$ cat config.mk
export PLATFORM = sky130hd
export DESIGN_NAME = score_keeper
export DESIGN_NICKNAME = d
export VERILOG_FILES = /design/src/rtl/score_keeper.sv
export SDC_FILE = /design/constraint.sdc
export NUM_CORES = 1
export LEC_CHECK = 0
export ABC_AREA = 1
export CAP_MARGIN = 15
export CELL_PAD_IN_SITES_DETAIL_PLACEMENT = 1
export CELL_PAD_IN_SITES_GLOBAL_PLACEMENT = 1
export CORE_ASPECT_RATIO = 0.7
export CORE_MARGIN = 1.5
export CORE_UTILIZATION = 35
export CTS_BUF_LIST = sky130_fd_sc_hd__clkbuf_8
export DETAILED_ROUTE_END_ITERATION = 10
export HOLD_SLACK_MARGIN = 0.02
export PLACE_DENSITY = 0.81
export SYNTH_ARGS = -nofsm -noshare
export SYNTH_HDL_FRONTEND = slang
export SYNTH_SLANG_ARGS = --single-unit
$ cat constraint.sdc
create_clock -name clk -period 3 [get_ports clk]
set_input_delay 0.6 -clock clk [delete_from_list [all_inputs] [get_ports clk]]
set_output_delay 0.6 -clock clk [all_outputs]
set_load 0.05 [all_outputs]
$ cat src/rtl/score_keeper.sv
// Score keeper for a two-player paddle game.
// Awards points when the ball leaves play, holds between points, then either
// serves a new ball or declares the match winner.
// Optional feature: define SCORE_RALLY_EN to build the rally hit counter;
// without it, rally is tied to zero and no counter logic exists.
module score_keeper #(
  parameter int WIN_SCORE  = 7,
  parameter int HOLD_TICKS = 120,
  parameter int MID_Y      = 240
) (
  input  logic       clk,
  input  logic       reset,
  input  logic       game_end,
  input  logic [9:0] ball_y,
  input  logic [1:0] paddle_hit,
  input  logic       start,
  output logic [3:0] score1,
  output logic [3:0] score2,
  output logic [7:0] rally,
  output logic       serve,
  output logic       match_over,
  output logic [1:0] winner
);

  localparam int              CNT_W     = (HOLD_TICKS > 1) ? $clog2(HOLD_TICKS) : 1;
  localparam logic [CNT_W-1:0] HOLD_LOAD = CNT_W'(HOLD_TICKS - 1);
  localparam logic [3:0]      WIN       = 4'(WIN_SCORE);
  localparam logic [9:0]      MID       = 10'(MID_Y);

  typedef enum logic [1:0] {
    PLAY = 2'd0,
    HOLD = 2'd1,
    OVER = 2'd2
  } state_t;

  state_t            state;
  state_t            next_state;
  logic [CNT_W-1:0]  hold_cnt;
  logic              game_end_q;
  logic              ge_rise;
  logic              award;
  logic              leave_hold;
  logic              new_match;
  logic              win_reached;

  assign ge_rise     = game_end & ~game_end_q;
  assign win_reached = (score1 == WIN) || (score2 == WIN);

  // State register
  always_ff @(posedge clk or posedge reset) begin
    if (reset) state <= PLAY;
    else       state <= next_state;
  end

  // Next-state decode and the one-cycle action strobes the datapath acts on
  always_comb begin
    next_state = state;
    award      = 1'b0;
    leave_hold = 1'b0;
    new_match  = 1'b0;
    unique case (state)
      PLAY: begin
        if (ge_rise) begin
          award      = 1'b1;
          next_state = HOLD;
        end
      end
      HOLD: begin
        if (hold_cnt == '0) begin
          leave_hold = 1'b1;
          next_state = win_reached ? OVER : PLAY;
        end
      end
      OVER: begin
        if (start) begin
          new_match  = 1'b1;
          next_state = PLAY;
        end
      end
      default: next_state = PLAY;
    endcase
  end

  // Scores, hold timer, serve pulse and match result
  always_ff @(posedge clk or posedge reset) begin
    if (reset) begin
      game_end_q <= 1'b0;
      hold_cnt   <= '0;
      score1     <= '0;
      score2     <= '0;
      serve      <= 1'b0;
      match_over <= 1'b0;
      winner     <= 2'b00;
    end else begin
      game_end_q <= game_end;
      serve      <= 1'b0;
      if (award) begin
        hold_cnt <= HOLD_LOAD;
        if (ball_y < MID) begin
          if (score2 != WIN) score2 <= score2 + 4'd1;
        end else begin
          if (score1 != WIN) score1 <= score1 + 4'd1;
        end
      end else if (state == HOLD && hold_cnt != '0) begin
        hold_cnt <= hold_cnt - 1'b1;
      end
      if (leave_hold) begin
        if (win_reached) begin
          match_over <= 1'b1;
          winner     <= (score1 == WIN) ? 2'b01 : 2'b10;
        end else begin
          serve <= 1'b1;
        end
      end
      if (new_match) begin
        score1     <= '0;
        score2     <= '0;
        winner     <= 2'b00;
        match_over <= 1'b0;
        serve      <= 1'b1;
      end
    end
  end

`ifdef SCORE_RALLY_EN
  logic [1:0] paddle_q;
  logic       paddle_rise;
  logic       clear_rally;

  assign paddle_rise = |(paddle_hit & ~paddle_q);
  assign clear_rally = (leave_hold && !win_reached) || new_match;

  // Rally hit counter; a simultaneous point wins over a paddle hit
  always_ff @(posedge clk or posedge reset) begin
    if (reset) begin
      paddle_q <= 2'b00;
      rally    <= 8'd0;
    end else begin
      paddle_q <= paddle_hit;
      if (clear_rally) begin
        rally <= 8'd0;
      end else if (state == PLAY && paddle_rise && !ge_rise && rally != 8'hFF) begin
        rally <= rally + 8'd1;
      end
    end
  end
`else
  logic unused_paddle;
  assign unused_paddle = ^paddle_hit;
  assign rally         = 8'd0;
`endif

endmodule
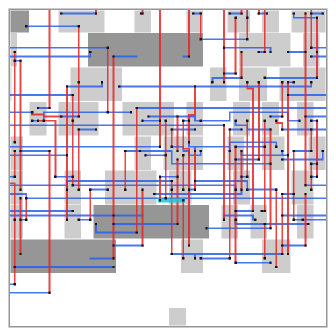
Fig. 1. Zoomed window.
Region (27, 4) to (52, 29) um. Cells in grey, sequential cells in the stronger grey; small squares are vias.
| colour | layer |
|---|---|
| cyan | metal 3 |
| red | metal 2 |
| blue | metal 1 |
sequential cells in the window: 3
netlist names of flops here include: hold_cnt (2), state (1)
cells with their middle in the window: 42
most frequent: nand2_1 (12), inv_1 (6), nand3_1 (6)

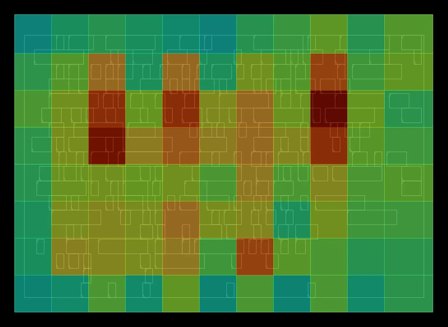
Fig. 2. Routing congestion.
met3 capacity usage during global routing: 3.64%
routing usage on met2: 30.1%

==> run notes <==
Notes on the physical implementation.

- The clock root buffer master is clkbuf_8, for reference.
- The routability congestion estimate from global placement is 0.800, for reference.
- After clock tree synthesis, the flow added hold-fix buffers numbering 0.
- According to the timing report, the critical path is launched from score1[2].
- The multiplexer share of the synthesized area is 0%, for reference.
- The maximum single-stage delay on the critical path is between 0.8 and 0.9 ns, for reference.
- The share of total power in sequential cells is 34.3%, for reference.
- The buffer-and-inverter tally for the worst setup path is 1, for reference.
- The reported combinational group power is 798 uW, for reference.
- The run finished with clean final reports.
- In the final layout, flip-flops and latches take up 33.7% of the cell area.
- The min-delay analysis places its worst path in the category reg2reg.
- The number of detailed-route iterations in the first pass is 4, for reference.
- The via count of the first global-routing pass is 1,272, for reference.
- The design internal power is 754 uW, for reference.
- The largest power group is combinational cells, for reference.
- In this run, distinct cell masters in the synthesized netlist total 23.
- The synthesis report gives the async set-or-reset register share as 100%.
- The first global-routing pass estimated 5750 um of wire.
- The synth_stat.txt file lists the number of cells as 173.
- The register-to-register setup slack is 1.40 ns, for reference.
- The routed layout has roughly 1,200 vias.
- The final layout contains a sequential cell count of 22.
- The flip-flop cell with the highest count after synthesis is dfrtp_1, for reference.
- The worst voltage drop across the vdd grid is between 0.4 and 0.5 mV, for reference.
- TritonCTS created 3 clock buffers.
- The total I/O pin count is 36, for reference.
- For this run, design rule violations remaining after detail routing come to 0.
- The horizontal die dimension is around 78 um, for reference.
- The detail route stage leaves a number of antenna-violating nets equal to 0.
- Entering global routing, the biggest net connects 23 pins.
- The cell family with the largest share of critical-path delay is buffers and inverters, for reference.
- The synthesized netlist devotes between 30% and 40% of its cell area to simple gates.
- Counting endpoints that fail hold in the final report gives 0.
- The critical register-to-register path startpoint is hold_cnt[0], for reference.
- Per the slew report, the remaining headroom to the max-slew limit stands at 42.4%.
- Counting cells, the worst reg-to-reg path comes to 9.
- According to the floorplan report, the total die area is between 4000 and 5000 um2.
- The max-capacitance violation count is 0, for reference.
- The critical path start-end classification is reg2out, for reference.
- The most frequent logic cell in the layout is nand2_1, for reference.
- Summing internal, switching and leakage power gives between 1500 and 2000 uW.
- Per the GRT log, the top usage layer is met2.
- The data required time at the worst endpoint is ~2.4 ns, for reference.
- The type of element capturing the critical path is a primary output, for reference.
## cells in the mapped netlist, types with 4 or more instances
master | number | area (um2)
nand4_1 | 4 | 25.0
nand3_2 | 4 | 40.0
inv_1 | 17 | 63.8
nand2_1 | 46 | 173
nand3b_1 | 4 | 30.0
buf_4 | 8 | 60.1
nor2_2 | 4 | 25.0
nor2_1 | 9 | 33.8
ha_1 | 4 | 50.1
dfrtp_1 | 22 | 551
nand3_1 | 29 | 145
## layer usage
metal / vias to the layer above / share of wire (%)
li1: 585 / -
met1: 594 / 46
met2: 22 / 50
met3: 4 / 2.7
met4: 0 / 1.1
met5: - / 0
Power figures rest on the tool's default switching activity, not on a simulated workload.
